`src/rtl/axi_pkg.sv`:
```
// Shared AXI constants and FSM state encoding for the burst master.
package axi_pkg;

  typedef enum logic [2:0] {
    ST_IDLE,
    ST_AR,
    ST_R,
    ST_AW,
    ST_W,
    ST_B,
    ST_DONE
  } state_t;

  localparam logic [1:0] BURST_INCR  = 2'b01;
  localparam logic [1:0] RESP_OKAY   = 2'b00;
  localparam logic [1:0] RESP_SLVERR = 2'b10;
  localparam logic [1:0] RESP_DECERR = 2'b11;

  localparam int unsigned PAGE_BYTES = 4096;

  // AXI responses are ordered by severity, so "worst" is a plain max.
  function automatic logic [1:0] resp_max(input logic [1:0] a, input logic [1:0] b);
    return (a > b) ? a : b;
  endfunction

endpackage

```
`src/rtl/axi_burst_master.sv`:
```
// Single-outstanding AXI burst master: one command in, one INCR burst out, one done pulse.
module axi_burst_master
  import axi_pkg::*;
#(
  parameter int unsigned DW  = 128,
  parameter int unsigned AW  = 32,
  parameter int unsigned IDW = 4
) (
  input  logic              clock,
  input  logic              reset,
  input  logic              cmd_valid,
  output logic              cmd_ready,
  input  logic              cmd_wr,
  input  logic [AW-1:0]     cmd_addr,
  input  logic [7:0]        cmd_len,
  input  logic [IDW-1:0]    cmd_id,
  input  logic              wdat_valid,
  output logic              wdat_ready,
  input  logic [DW-1:0]     wdat_data,
  input  logic [DW/8-1:0]   wdat_strb,
  output logic              rdat_valid,
  input  logic              rdat_ready,
  output logic [DW-1:0]     rdat_data,
  output logic              rdat_last,
  output logic              done_valid,
  output logic [1:0]        done_resp,
  output logic              mem_aw_valid,
  input  logic              mem_aw_ready,
  output logic [IDW-1:0]    mem_aw_id,
  output logic [AW-1:0]     mem_aw_addr,
  output logic [7:0]        mem_aw_len,
  output logic [2:0]        mem_aw_size,
  output logic [1:0]        mem_aw_burst,
  output logic              mem_ar_valid,
  input  logic              mem_ar_ready,
  output logic [IDW-1:0]    mem_ar_id,
  output logic [AW-1:0]     mem_ar_addr,
  output logic [7:0]        mem_ar_len,
  output logic [2:0]        mem_ar_size,
  output logic [1:0]        mem_ar_burst,
  output logic              mem_w_valid,
  input  logic              mem_w_ready,
  output logic [DW-1:0]     mem_w_data,
  output logic [DW/8-1:0]   mem_w_strb,
  output logic              mem_w_last,
  input  logic              mem_b_valid,
  output logic              mem_b_ready,
  input  logic [IDW-1:0]    mem_b_id,
  input  logic [1:0]        mem_b_resp,
  input  logic              mem_r_valid,
  output logic              mem_r_ready,
  input  logic [IDW-1:0]    mem_r_id,
  input  logic [DW-1:0]     mem_r_data,
  input  logic [1:0]        mem_r_resp,
  input  logic              mem_r_last
);

  localparam int unsigned   SZ       = $clog2(DW / 8);
  localparam logic [AW-1:0] LOW_MASK = AW'((64'd1 << SZ) - 64'd1);

  state_t         state;
  logic [AW-1:0]  addr;
  logic [7:0]     len;
  logic [IDW-1:0] id;
  logic [7:0]     cnt;
  logic [1:0]     resp;
  logic [1:0]     r_acc;
  logic [1:0]     b_acc;
  logic [AW-1:0]  addr_m;
  logic [23:0]    span;
  logic           page_cross;
  logic           last_beat;

  assign addr_m     = cmd_addr & ~LOW_MASK;
  assign span       = 24'(addr_m[11:0]) + ((24'(cmd_len) + 24'd1) << SZ);
  assign page_cross = span > 24'(PAGE_BYTES);
  assign last_beat  = (cnt == 8'd0);

  // RLAST or ID disagreement is a local error but never stalls the stream.
  always_comb begin
    r_acc = resp_max(resp, mem_r_resp);
    if ((mem_r_last != last_beat) || (mem_r_id != id))
      r_acc = resp_max(r_acc, RESP_SLVERR);
    b_acc = resp_max(resp, mem_b_resp);
    if (mem_b_id != id)
      b_acc = resp_max(b_acc, RESP_SLVERR);
  end

  always_ff @(posedge clock) begin
    if (reset) begin
      state <= ST_IDLE;
      addr  <= '0;
      len   <= '0;
      id    <= '0;
      cnt   <= '0;
      resp  <= '0;
    end else begin
      case (state)
        ST_IDLE: if (cmd_valid) begin
          addr <= addr_m;
          len  <= cmd_len;
          id   <= cmd_id;
          cnt  <= cmd_len;
          if (page_cross) begin
            resp  <= RESP_SLVERR;
            state <= ST_DONE;
          end else begin
            resp  <= RESP_OKAY;
            state <= cmd_wr ? ST_AW : ST_AR;
          end
        end
        ST_AR: if (mem_ar_ready) state <= ST_R;
        ST_AW: if (mem_aw_ready) state <= ST_W;
        ST_W: if (wdat_valid && mem_w_ready) begin
          cnt <= cnt - 8'd1;
          if (last_beat) state <= ST_B;
        end
        ST_B: if (mem_b_valid) begin
          resp  <= b_acc;
          state <= ST_DONE;
        end
        ST_R: if (mem_r_valid && rdat_ready) begin
          resp <= r_acc;
          cnt  <= cnt - 8'd1;
          if (last_beat) state <= ST_DONE;
        end
        ST_DONE: state <= ST_IDLE;
        default: state <= ST_IDLE;
      endcase
    end
  end

  assign cmd_ready    = (state == ST_IDLE);
  assign done_valid   = (state == ST_DONE);
  assign done_resp    = (state == ST_DONE) ? resp : RESP_OKAY;

  assign mem_ar_valid = (state == ST_AR);
  assign mem_ar_id    = id;
  assign mem_ar_addr  = addr;
  assign mem_ar_len   = len;
  assign mem_ar_size  = 3'(SZ);
  assign mem_ar_burst = BURST_INCR;

  assign mem_aw_valid = (state == ST_AW);
  assign mem_aw_id    = id;
  assign mem_aw_addr  = addr;
  assign mem_aw_len   = len;
  assign mem_aw_size  = 3'(SZ);
  assign mem_aw_burst = BURST_INCR;

  assign mem_w_valid  = (state == ST_W) && wdat_valid;
  assign wdat_ready   = (state == ST_W) && mem_w_ready;
  assign mem_w_data   = wdat_data;
  assign mem_w_strb   = wdat_strb;
  assign mem_w_last   = last_beat;

  assign mem_b_ready  = (state == ST_B);

  assign rdat_valid   = (state == ST_R) && mem_r_valid;
  assign mem_r_ready  = (state == ST_R) && rdat_ready;
  assign rdat_data    = mem_r_data;
  assign rdat_last    = last_beat;

endmodule

```
`config.mk`:
```
export PLATFORM = sky130hd
export DESIGN_NAME = axi_burst_master
export DESIGN_NICKNAME = d
export VERILOG_FILES = /design/src/rtl/axi_pkg.sv /design/src/rtl/axi_burst_master.sv
export SDC_FILE = /design/constraint.sdc
export NUM_CORES = 1
export LEC_CHECK = 0
export CAP_MARGIN = 20
export CORE_AREA = 2 2 284 286
export DETAILED_ROUTE_END_ITERATION = 10
export DIE_AREA = 0 0 286 288
export PLACE_DENSITY = 0.34
export SLEW_MARGIN = 20
export SYNTH_ARGS = -nofsm -noshare
export SYNTH_HDL_FRONTEND = slang
export SYNTH_SLANG_ARGS = --single-unit
```
`constraint.sdc`:
```
create_clock -name clock -period 4.1 [get_ports clock]
set_input_delay 0.615 -clock clock [delete_from_list [all_inputs] [get_ports clock]]
set_output_delay 0.615 -clock clock [all_outputs]
set_load 0.02 [all_outputs]
```
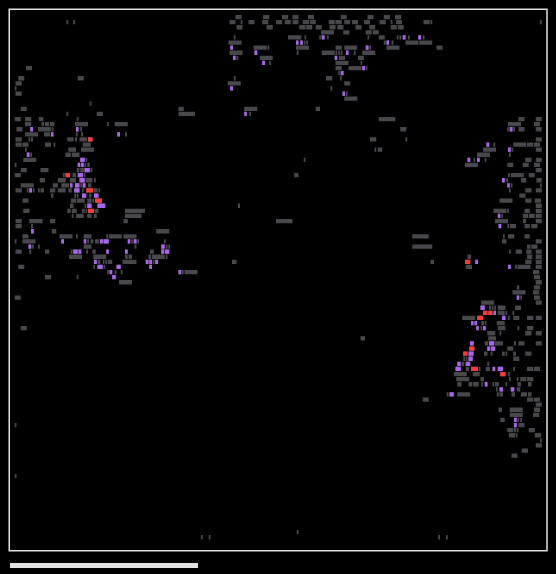
Fig. 1. Gate-type map (run 1).
Scale bar: 100 microns.
| family | color | cells | most used |
|---|---|---|---|
| AND-OR and OR-AND gates | red | 13 | a21o_1 |
| inverting AOI/OAI gates | purple | 99 | a21oi_1 |
most numerous logic cell after layout: clkdlybuf4s50_1
Cell Count, Final, Fillers Out: 1654

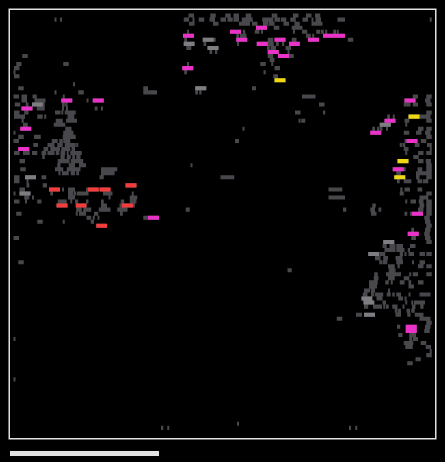
Fig. 2. Sequential cells grouped by signal name (run 1).
Scale bar: 100 microns. Other sequential cells in the stronger gray, the rest of the logic in the fainter gray.
| netlist name | color | placed flops |
|---|---|---|
| `mem_ar_id` | yellow | 4 |
| `cnt` | red | 8 |
| `mem_ar_addr` | magenta | 28 |
Core Util, Final: 0.07904
Storage cell area: 1061 sq um
Seq area share: 0.1686

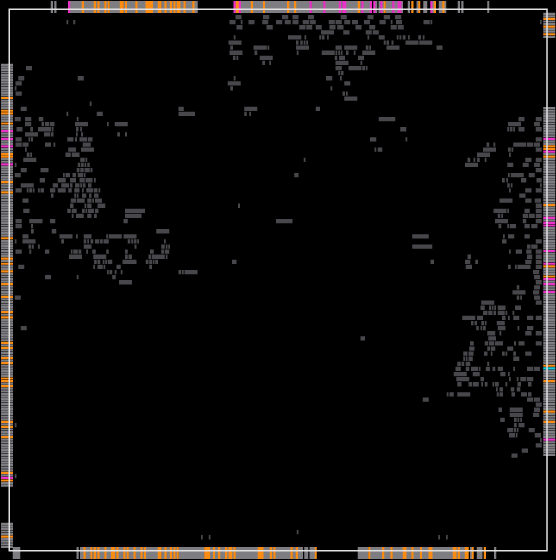
Fig. 3. Pin map (run 1).
Pins as bars across the die edge, other pins in gray.
| port | color | pins | direction | edge |
|---|---|---|---|---|
| `mem_w_data` | orange | 128 | output | 52 south, 34 north, 29 west, 13 east |
| `mem_ar_addr` | magenta | 32 | output | 16 north, 11 east, 5 west |
| `mem_ar_valid` | cyan | 1 | output | east |
all pins by edge: 211 south, 189 north, 176 west, 147 east

==> results.yml, run 1 <==
# implementation run metrics
power:
  power_leakage_nw: 2.002
  powerDensity_nw_per_um2: 513.9
  ir_worst_vdd_v: 0.0002302
detailed_routing:
  ant_nets: 0
  viasPerCell: 2.451
  vias: 4054
  drtIter0Drc: 130
critical_path:
  cp_max_fo: 7
  cp-end-kind: "register"
  crit_type: "input port to register"
synth:
  synth-main-ff-cell: "dfxtp_1"
  numSynthFlops: 53
  synthAoiAreaFrac: 0.1238
  yosys-stat-cells: 753
  yosysTopAreaCell: "buf_4"
  synth_seq_share: 0.1879
  synth-edff-count: 0
  ys_top_cells_by_area: "buf_4, dfxtp_1, nand2_1"
  xor_share: 0.02171
  synthMuxAreaShare: 0.007754
  top_cell_area_share: 0.4426
  syn_area_sq_um: 5648
  topCombFamilyByArea: "buffers and inverters"
  synthCells: 753
sta:
  max_freq_mhz: 293.1
  timing.final.crit_share: 0.8321
  fin_crit_ns: 3.412
  rsz0062_at_grt: "no"
  setup_viol: 0
  worst_slew_pin_slew_ns: 0.8059
  clock_skew_ns: 0.008597
flow_run:
  drv_cap: 0
clock_tree:
  clock_sinks: 53
  cts_hold_buf: 0
  h-tree-depth: 2
  tritoncts: "built"
global_routing:
  gr-total-overflow: 0
  grt.total_usage: 0.05412
run_status:
  status: "finished clean"
die:
  core-area_sq_um: 79640
  fp_util: 0.07092
  io_pins: 723
  chipArea_sq_um: 82370
placement:
  place.gp.congestion: 0.7718
  post-dp-hpwl_mm: 19.16
final_layout:
  fill_cells: 9366
  finalNetCount: 951
  areaGrowthSynthToFinish_pct: 11.45
  drive_gt1_frac: 0.06071
run 1: sequential cells by signal (all words and copies together), names as in the netlist:
| name | count |
|---|---|
| cnt | 8 |
| mem_ar_id | 4 |
| mem_ar_addr | 28 |
| resp | 2 |
| state | 3 |
| mem_ar_len | 8 |
run 1: power breakdown:
group	internal (mW)	leakage [nW]	total [mW]	switching (mW)
clock network	0.354	0.0944	0.612	0.258
logic	0.732	1.47	1.83	1.09
registers	0.634	0.435	0.796	0.161
run 1: worst paths after layout:
kind	start	to	slack [ns]	cells after the start
worst min register to register	mem_ar_addr[15]	mem_ar_addr[15]	0.48	2
worst max register to register	state[0]	mem_ar_len[5]	1.57	6
worst max-delay path	cmd_len[4]	state[2]	0.69	12
worst min-delay path	mem_ar_addr[15]	mem_ar_addr[15]	0.48	2
run 1: critical path, cell delays in order:
cell and delay, ns:
clkdlybuf4s50_1 0.66, nand2_1 0.08, or2_2 0.29, xnor2_1 0.13, ha_1 0.37, o21ai_2 0.22, nor3_1 0.06, or3_1 0.31
a2111o_1 0.38, o211ai_2 0.17, buf_4 0.21, o22ai_1 0.10
run 1: logic make-up (layout without fill, tap and decap cells):
logic type	Yosys count	in the layout
mux	4	4
simple gates	177	177
buf+inv	372	196
xor+xnor	14	14
fa+ha+maj	19	19
other cells	2	19
compound gates	112	112
flops	53	53
run 1: layer usage:
layer / up-vias / global-route usage / wire, microns
li1: 1776 / - / -
met1: 1810 / 0.06148 / 9479
met2: 344 / 0.07797 / 9631
met3: 124 / 0.03035 / 2613
met4: 0 / 0.03390 / 1411
met5: - / 0 / 0
run 1: metrics by stage:
step	hold slack (ns)	setup slack (ns)	instance area (sq um)	cells	power [mW]
finish	0.4771	0.6884	6295	1654	3.235
global route	0.4943	0.5281	6292	1653	3.539
CTS	0.4815	0.6646	6292	1653	3.357
global placement	0.4589	0.3262	6098	1645	2.701
detailed placement	0.4669	0.2892	6098	1645	2.707
floorplan	0.4436	1.305	5708	769	2.276
run 1: Yosys cell counts, types with 2 or more instances:
master	count
inv_1	20
or2b_1	2
a2111o_1	2
dfxtp_1	53
nand4_1	4
nand3_1	8
a211oi_1	8
or2_2	3
xor2_1	5
clkbuf_1	10
a21o_1	4
a21oi_1	56
o211ai_1	2
a31oi_1	4
a2bb2oi_1	2
conb_1	2
nand2b_1	6
nor3_1	7
ha_1	18
nor4_1	3
or3_1	2
nor3b_1	3
and3_1	4
buf_4	333
buf_2	8
mux2_2	3
and2_1	3
o21ai_0	12
xnor2_1	9
nor2b_1	4
nor2_1	24
o22ai_1	3
nand2_1	100
o2bb2ai_1	2
run 1: area by class of cell:
cell class                 instances  area [sq um]  area share
multi-input combinational        344          1989      0.3160
timing repair buffer             168          1647      0.2616
tap                             1060          1326      0.2107
sequential                        53          1061      0.1686
clock buffer                       5         125.1     0.01988
inverter                          20         75.07     0.01193
clock inverter                     3         68.82     0.01093
antenna                            1         2.502   0.0003975
--- run 2 (diff from run 1) ---
--- a/config.mk
+++ b/config.mk
@@ -6,10 +6,10 @@
 export NUM_CORES = 1
 export LEC_CHECK = 0
 export CAP_MARGIN = 20
-export CORE_AREA = 2 2 284 286
+export CORE_AREA = 2 2 281 283
 export DETAILED_ROUTE_END_ITERATION = 10
-export DIE_AREA = 0 0 286 288
-export PLACE_DENSITY = 0.34
+export DIE_AREA = 0 0 283 285
+export PLACE_DENSITY = 0.35
 export SLEW_MARGIN = 20
 export SYNTH_ARGS = -nofsm -noshare
 export SYNTH_HDL_FRONTEND = slang
==> constraint.sdc (replaced) <==
create_clock -name clock -period 2.8 [get_ports clock]
set_input_delay 0.42 -clock clock [delete_from_list [all_inputs] [get_ports clock]]
set_output_delay 0.42 -clock clock [all_outputs]
set_load 0.02 [all_outputs]
==> results.yml, run 2 <==
# implementation run metrics
final_layout:
  lay_top_count: "clkdlybuf4s50_1"
  instances_no_fill: 1676
  fill_cells: 9082
  num_antenna_cells: 0
  final_cell_area_sq_um: 6556
  areaGrowthSynthToFinish_pct: 16.08
  finalNetCount: 984
  largest_register_ffs: 28
  drive_gt1_frac: 0.1182
run_status:
  status: "finished clean"
sta:
  worst_slew_pin_slew_ns: 0.5340
  fin_crit_ns: 2.717
  clock_skew_ns: 0.01411
  hold_viol_final: 0
  setup_viol: 0
  slew_headroom: 0.6429
  timing.final.crit_share: 0.9703
  max_freq_mhz: 368.1
  rsz0062_at_grt: "no"
synth:
  synthArstFlopShare: 0
  numSynthFlops: 53
  top_cells_by_count: "buf_4, nand2_1, a21oi_1"
  yosysTopAreaCell: "buf_4"
  topCombFamilyByArea: "buffers and inverters"
  synthAoiAreaFrac: 0.1238
  top_cell_area_share: 0.4426
  synthMuxAreaShare: 0.007754
  synth-edff-count: 0
  syn_area_sq_um: 5648
  syn_area_per_cell_sq_um: 7.501
  ys_top_cells_by_area: "buf_4, dfxtp_1, nand2_1"
  top_cell: "buf_4"
  xor_share: 0.02171
  synth_seq_share: 0.1879
  yosys_area_sq_um: 5648
  yosys-stat-cells: 753
  synthCells: 753
  yosys_warnings: 0
  synth-main-ff-cell: "dfxtp_1"
clock_tree:
  clock_sinks: 53
  h-tree-depth: 2
  tritoncts: "built"
  worstSkewPairLatency_ns: 0.33
  numCtsBuffers: 5
  clockBufferDepth: 2
detailed_routing:
  drtIter0Drc: 180
  ant_nets: 0
  dr.pass1.iters: 4
  viasPerCell: 2.484
  drc: 0
  vias: 4164
global_routing:
  grt.total_usage: 0.06172
  grt_pass1_wl_mm: 34.56
  grt_pass1_vias: 4227
  gr-total-overflow: 0
placement:
  place.gp.congestion: 0.7293
  dpl_cell_area_sq_um: 6396
  post-dp-hpwl_mm: 22.05
  place_inst: 1668
  numPortBuffers: 156
critical_path:
  crit_type: "input port to register"
  rr_worst_depth: 6
  r2r_start: "state[0]"
  cp_max_fo: 4
  cp.arrival_ns: 2.91
  critPathLaunchType: "input port"
  worstPathRequired_ns: 3.00
  r2r-end: "cnt[0]"
  cp-end-kind: "register"
  worstSetupEndpoint: "resp[1]"
  r2r_slack_ns: 0.55
  crit_start: "cmd_addr[4]"
flow_run:
  drv_cap: 0
die:
  fp_util: 0.07244
  dieHeight_microns: 285
  chipArea_sq_um: 80660
  io_pins: 723
  core-area_sq_um: 77970
power:
  ir_worst_vdd_v: 0.0002175
  powerDensity_nw_per_um2: 704.2
  power_leakage_nw: 2.183
hold_path:
  hp-start: "mem_ar_addr[23]"
run 2: logic make-up (layout without fill, tap and decap cells):
logic type	after synthesis	after routing
AOI/OAI and AO/OA	112	112
xor gates and xnor gates	14	14
adders and majority gates	19	19
buffers and inverters	372	229
DFF	53	53
muxes	4	4
other	2	18
and+or+nand+nor	177	177
run 2: worst min path at each step:
stage	end	slack, ns	cells past startpoint
6_report	mem_ar_addr[23]	0.47	2
5_1_grt	mem_ar_addr[23]	0.49	2
4_1_cts	mem_ar_addr[23]	0.48	2
3_5_place_dp	mem_ar_addr[23]	0.47	2
3_3_place_gp	mem_ar_addr[23]	0.46	2
2_1_floorplan	cnt[7]	0.44	2
run 2: area by class of cell:
| type | instances | area, sq um | area share |
|---|---|---|---|
| sequential | 53 | 1062 | 0.1620 |
| timing repair buffer | 201 | 1951 | 0.2975 |
| clock buffer | 6 | 128.9 | 0.01966 |
| multi-input combinational | 344 | 2012 | 0.3069 |
| inverter | 20 | 75.07 | 0.01145 |
| tap | 1050 | 1314 | 0.2004 |
| clock inverter | 2 | 13.76 | 0.002099 |
run 2: critical path, stage by stage:
cell	delay, ns
clkdlybuf4s50_1	0.50
ha_1	0.27
fa_1	0.41
nand3_1	0.10
nand2_1	0.08
a2111o_1	0.45
a311o_1	0.33
o211ai_2	0.10
buf_12	0.15
o21ai_0	0.08
run 2: report_power, final:
group	internal, mW	leakage [nW]	switching [mW]
registers	0.930	0.435	0.233
logic	1.18	1.68	1.55
clock network	0.338	0.0712	0.378
total	2.45	2.18	2.17
run 2: layer usage:
| layer | GRT usage | up-vias | wire length [microns] |
|---|---|---|---|
| met2 | 0.09038 | 325 | 11000 |
| li1 | - | 1844 | - |
| met1 | 0.07050 | 1864 | 10510 |
| met5 | 0 | - | 13 |
| met3 | 0.03392 | 129 | 3013 |
| met4 | 0.03577 | 2 | 1472 |
run 2: timing repair:
item | CTS | global route
setup buffers | 0 | 0
hold buffers | 0 | 0
setup endpoints to repair | 4 | 5
pin swaps | 1 | 6
resized | 5 | 9
run 2: stage by stage:
| stage | utilization | worst slack (ns) | hold slack, ns | setup TNS (ns) | power, mW |
|---|---|---|---|---|---|
| finish | 0.08409 | 0.08307 | 0.4716 | 0 | 4.617 |
| global route | 0.08409 | 0.004211 | 0.4938 | 0 | 5.019 |
| global placement | 0.08203 | -0.6039 | 0.4562 | -2.341 | 3.989 |
| CTS | 0.08378 | 0.03274 | 0.4799 | 0 | 4.783 |
| detailed placement | 0.08203 | -0.6422 | 0.4651 | -2.478 | 3.993 |
| floorplan | - | 0.1997 | 0.4436 | 0 | 3.333 |
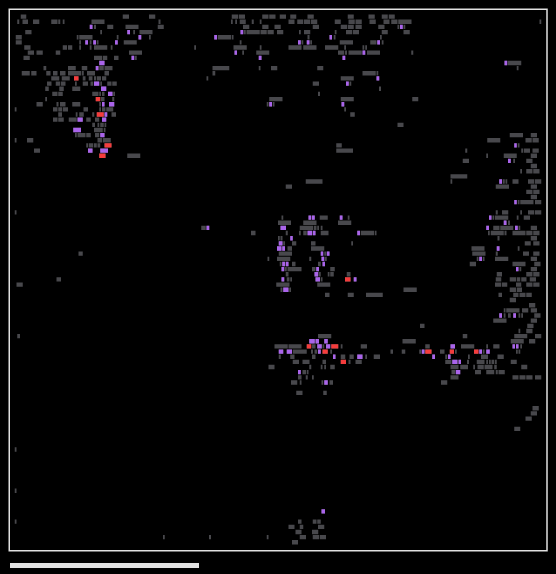
Fig. 4. Gate-type map (run 2).
Scale bar: 100 microns.
| family | color | cells | most used |
|---|---|---|---|
| inverting AOI/OAI gates | purple | 99 | a21oi_1 |
| AND-OR and OR-AND gates | red | 13 | a21o_1 |

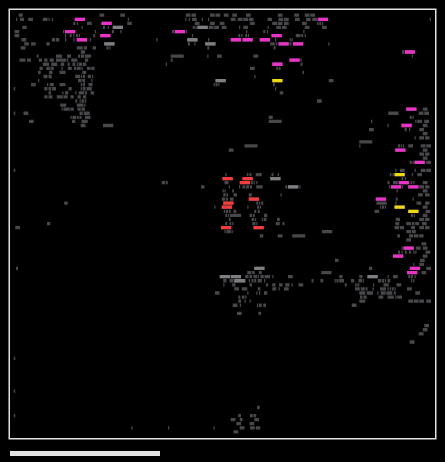
Fig. 5. Sequential cells grouped by signal name (run 2).
Scale bar: 100 microns. Other sequential cells in the stronger gray, the rest of the logic in the fainter gray.
| netlist name | color | placed flops |
|---|---|---|
| `mem_ar_id` | yellow | 4 |
| `cnt` | red | 8 |
| `mem_ar_addr` | magenta | 28 |

Power figures rest on the tool's default switching activity, not on a simulated workload.
